===== config.mk =====
export PLATFORM = sky130hd
export DESIGN_NAME = booth_sequencer_flat
export DESIGN_NICKNAME = d
export VERILOG_FILES = /design/src/rtl/booth_sequencer_pkg.sv /design/src/rtl/booth_sequencer_if.sv /design/src/rtl/booth_sequencer_step.sv /design/src/rtl/booth_sequencer.sv /design/src/flat_wrapper.sv
export SDC_FILE = /design/constraint.sdc
export NUM_CORES = 1
export LEC_CHECK = 0
export CAP_MARGIN = 10
export CORE_UTILIZATION = 40
export CTS_CLUSTER_SIZE = 10
export DETAILED_ROUTE_END_ITERATION = 10
export PLACE_DENSITY = 0.79
export SYNTH_ARGS = -nofsm -noshare
export SYNTH_HDL_FRONTEND = slang
export SYNTH_SLANG_ARGS = --single-unit

===== constraint.sdc =====
create_clock -name clk -period 2.6 [get_ports clk]
set_clock_uncertainty 0.2 [all_clocks]
set_input_delay 0.26 -clock clk [delete_from_list [all_inputs] [get_ports clk]]
set_output_delay 0.26 -clock clk [all_outputs]
set_load 0.005 [all_outputs]

===== src/rtl/booth_sequencer_pkg.sv =====
// booth_sequencer_pkg: FSM/op encodings and default widths for the radix-2 Booth sequencer
package booth_sequencer_pkg;
    typedef enum logic [1:0] {IDLE, RUN, DONE} state_t;
    typedef enum logic [1:0] {NOP, ADD, SUB} op_t;
    localparam int DEF_WIDTH_IN = 16;
    localparam int DEF_WIDTH_PP = 2*DEF_WIDTH_IN+1;
endpackage


===== src/rtl/booth_sequencer_if.sv =====
// booth_sequencer_if: start/result handshake bundle between requester and sequencer
interface booth_sequencer_if #(parameter int WIDTH_IN = 16);
    logic                  start_i;
    logic                  ready_o;
    logic [WIDTH_IN-1:0]   multiplicand_i;
    logic                  valid_o;
    logic                  result_ready_i;
    logic [2*WIDTH_IN-1:0] result_o;
    modport master(output start_i, multiplicand_i, result_ready_i, input ready_o, valid_o, result_o);
    modport slave(input start_i, multiplicand_i, result_ready_i, output ready_o, valid_o, result_o);
endinterface


===== src/rtl/booth_sequencer_step.sv =====
// booth_step: one Booth iteration - op decode, WIDTH_IN+1 add/sub, arithmetic shift right
module booth_step
    import booth_sequencer_pkg::*;
#(
    parameter int WIDTH_IN = DEF_WIDTH_IN,
    parameter int WIDTH_PP = 2*WIDTH_IN+1
) (
    input  logic [WIDTH_PP-1:0] pp_i,
    input  logic [WIDTH_IN-1:0] m_i,
    output logic [WIDTH_PP-1:0] pp_next_o
);
    op_t               op;
    logic [WIDTH_IN:0] a, mx, s;
    assign op = pp_i[1:0] == 2'b01 ? ADD : pp_i[1:0] == 2'b10 ? SUB : NOP;
    assign a  = {pp_i[WIDTH_PP-1], pp_i[WIDTH_PP-1 -: WIDTH_IN]};
    assign mx = {m_i[WIDTH_IN-1], m_i};
    assign s  = op == ADD ? a + mx : op == SUB ? a - mx : a;
    // Extra sum bit keeps the shifted-in sign right even for M = -2^(WIDTH_IN-1)
    assign pp_next_o = {s, pp_i[WIDTH_IN:1]};
endmodule


===== src/rtl/booth_sequencer.sv =====
// booth_sequencer: FSM, counter, M register and handshake for a sequential Booth multiplier.
// Define BOOTH_ABORT_EN to add abort_i, which returns RUN/DONE to IDLE without a result.
module booth_sequencer
    import booth_sequencer_pkg::*;
#(
    parameter int WIDTH_IN = DEF_WIDTH_IN,
    parameter int WIDTH_PP = 2*WIDTH_IN+1
) (
    input  logic                clk,
    input  logic                reset,
    booth_sequencer_if.slave    bus,
`ifdef BOOTH_ABORT_EN
    input  logic                abort_i,
`endif
    output logic                load_o,
    input  logic [WIDTH_PP-1:0] pp_q_i,
    output logic [WIDTH_PP-1:0] pp_next_o
);
    localparam int CNT_W = $clog2(WIDTH_IN)+1;
    state_t              state_q, state_d;
    logic [CNT_W-1:0]    cnt_q, cnt_d;
    logic [WIDTH_IN-1:0] m_q, m_d;
    logic [WIDTH_PP-1:0] step_next;
    logic                accept, abort;
`ifdef BOOTH_ABORT_EN
    assign abort = abort_i;
`else
    assign abort = 1'b0;
`endif
    booth_step #(.WIDTH_IN(WIDTH_IN), .WIDTH_PP(WIDTH_PP)) u_step (
        .pp_i(pp_q_i), .m_i(m_q), .pp_next_o(step_next)
    );
    assign accept         = state_q == IDLE && bus.start_i;
    assign load_o         = accept;
    assign bus.ready_o    = state_q == IDLE;
    assign bus.valid_o    = state_q == DONE;
    assign bus.result_o   = pp_q_i[WIDTH_PP-1:1];
    assign pp_next_o      = state_q == RUN ? step_next : pp_q_i;
    always_comb begin
        state_d = state_q;
        cnt_d   = cnt_q;
        m_d     = m_q;
        if (abort && state_q != IDLE) begin
            state_d = IDLE;
        end else if (accept) begin
            state_d = RUN;
            cnt_d   = '0;
            m_d     = bus.multiplicand_i;
        end else if (state_q == RUN) begin
            cnt_d   = cnt_q + CNT_W'(1);
            state_d = cnt_q == CNT_W'(WIDTH_IN-1) ? DONE : RUN;
        end else if (state_q == DONE && bus.result_ready_i) begin
            state_d = IDLE;
        end
    end
    always_ff @(posedge clk or negedge reset) begin
        if (!reset) begin
            state_q <= IDLE;
            cnt_q   <= '0;
            m_q     <= '0;
        end else begin
            state_q <= state_d;
            cnt_q   <= cnt_d;
            m_q     <= m_d;
        end
    end
endmodule


===== src/flat_wrapper.sv =====
// flat-port wrapper written by rule: the top's interface ports become plain ports
module booth_sequencer_flat import booth_sequencer_pkg::*;
#(
    parameter int WIDTH_IN = DEF_WIDTH_IN,
    parameter int WIDTH_PP = 2*WIDTH_IN+1
)
  (clk, reset, load_o, pp_q_i, pp_next_o, bus_start_i, bus_multiplicand_i, bus_result_ready_i, bus_ready_o, bus_valid_o, bus_result_o);
  booth_sequencer_if #(.WIDTH_IN(WIDTH_IN)) bus_i ();
  input  logic clk;
  input  logic reset;
  output logic load_o;
  input  logic [WIDTH_PP-1:0] pp_q_i;
  output logic [WIDTH_PP-1:0] pp_next_o;
  input wire logic [$bits(bus_i.start_i)-1:0] bus_start_i;
  input wire logic [$bits(bus_i.multiplicand_i)-1:0] bus_multiplicand_i;
  input wire logic [$bits(bus_i.result_ready_i)-1:0] bus_result_ready_i;
  output wire logic [$bits(bus_i.ready_o)-1:0] bus_ready_o;
  output wire logic [$bits(bus_i.valid_o)-1:0] bus_valid_o;
  output wire logic [$bits(bus_i.result_o)-1:0] bus_result_o;
  assign bus_i.start_i = bus_start_i;
  assign bus_i.multiplicand_i = bus_multiplicand_i;
  assign bus_i.result_ready_i = bus_result_ready_i;
  assign bus_ready_o = bus_i.ready_o;
  assign bus_valid_o = bus_i.valid_o;
  assign bus_result_o = bus_i.result_o;
  booth_sequencer #(.WIDTH_IN(WIDTH_IN), .WIDTH_PP(WIDTH_PP)) u_core (.clk(clk), .reset(reset), .bus(bus_i), .load_o(load_o), .pp_q_i(pp_q_i), .pp_next_o(pp_next_o));
endmodule

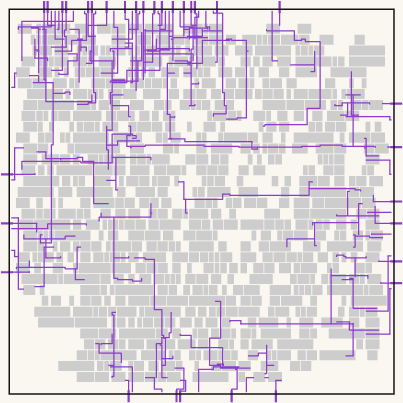
Figure 1: I/O nets highlighted.
(4 px per micron)
- purple: bus_result_o (bits 32; direction output; end cells 0; wire 1980 microns)

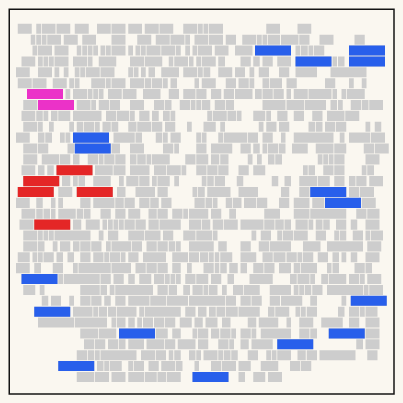
Figure 2: sequential cells grouped by signal name.
(4 px per micron)
- magenta: u_core.state_q (placed flops 2)
- blue: u_core.m_q (placed flops 16; where spread over the die)
- red: u_core.cnt_q (placed flops 5; where west)

==> results.cfg <==
; physical design summary
[cts]
ctsHtreeMaxLevel = 1
tritoncts = yes
clk_pin_slew_ps = 100

[pwr]
pwr-share-comb_pct = 85.5
p_leak_uw = 0.00273
power.switching_uw = 2950
p_per_area_mw_per_mm2 = 1050

[outcome]
run_status = finished with violations
violations = setup timing

[layout]
comb_cells = 392
sh_seq_area_pct = 9.50
inverters = 35
final_cell_count_no_fill = 827
buffers = 268
comb_area_sq_mm = 0.00292

[grt]
grtUsageTotal_pct = 31.2
global_route.peak_usage_layer = met2
grt_start_max_net_pins = 39
grt_util_met2_pct = 55.2
overflow = 0

[yosys]
top_cells_by_count = nand2_1, o21ai_0, nor2_1
synthArstFlopShare_pct = 100
synth_cell_type_count = 59

[final_timing]
setup-violations-final = 14
rsz0062_at_grt = true
fin_ws_ps = -526

[route]
met1_length_mm = 6.09
wl_mm = 14.4

[die]
fp_util_pct = 42.0
die_area_sq_mm = 0.00918
core_area_sq_mm = 0.00838

[job]
maxCapViolCount = 0
log.warning_count = 44

[setup_path]
cp.depth = 11
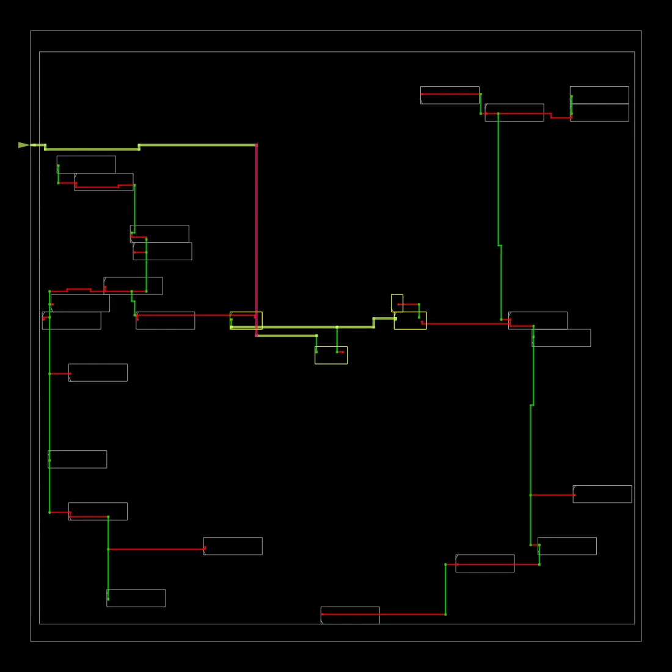
Figure 3: clock wiring as the flow saved it.
CLK BUF: 3
flop count: 23
clk sinks: 23
CTS buffer count: 3
clk_lat worst skew: 270 ps

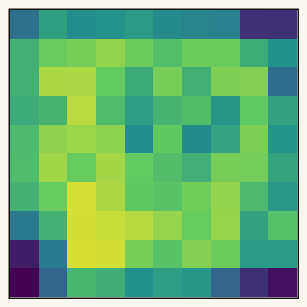
Figure 4: cell density map.
(3 px per micron) The die is cut into 10 by 10 equal tiles; dark purple is low, yellow is high, 0 to 100% covered.
- nearly empty tiles: 1.0%
- tiles over 75% full: 40%
- mean over tiles: 65%
- fullest tile: 95%

[flip-flops by register name (all words and copies together) (netlist names)]
name / count
u_core.cnt_q: 5
u_core.m_q: 16
u_core.state_q: 2
[through the flow]
stage / utilization, % / instance area (sq um) / setup TNS (ps)
final: 72.2 / 6060 / -5150
after CTS: 69.9 / 5860 / -4530
after floorplan: - / 3530 / 0
after global routing: 72.2 / 6060 / -6830
after global placement: 64.5 / 5400 / -12750
after detailed placement: 64.5 / 5400 / -13580
[power by group through the flow]
stage | combinational (uW) | clock [uW] | sequential [uW]
final | 5420 | 247 | 671
after global routing | 5840 | 273 | 689
after CTS | 5010 | 261 | 668
after detailed placement | 4370 | 0 | 660
after global placement | 4290 | 0 | 649
after floorplan | 2280 | 0 | 638
[path summary, 6_finish.rpt]
check | from | endpoint
max reg2reg | u_core.state_q[1] | u_core.m_q[7]
min in group clk | u_core.cnt_q[3] | u_core.cnt_q[3]
min | reset | u_core.m_q[6]
max | u_core.m_q[0] | pp_next_o[28]
max in group asynchronous | reset | u_core.cnt_q[0]
min reg2reg | u_core.cnt_q[3] | u_core.cnt_q[3]
[cells in the final DEF (no fill, tap or decap), types with 6 or more instances in the layout]
master           count
nor2_1              39
o21ai_1             10
dfrtp_1             23
buf_2               15
inv_2                9
o21ai_0             31
buf_4              141
buf_6                6
clkdlybuf4s50_1     93
dlygate4sd2_1       10
a21oi_1             27
nand3_1              7
nor2b_4              6
a21oi_2             12
inv_1               26
nand2_1             96
ha_1                18
o22ai_1             10
ha_4                11
[repair_timing]
action,in CTS,in global routing
gates resized,155,39
buffers inserted,20,10
hold endpoints to repair,0,0
hold buffers,0,0
setup endpoints to repair,17,17
pin swaps,44,34
Power is estimated from default activity; no workload was simulated.
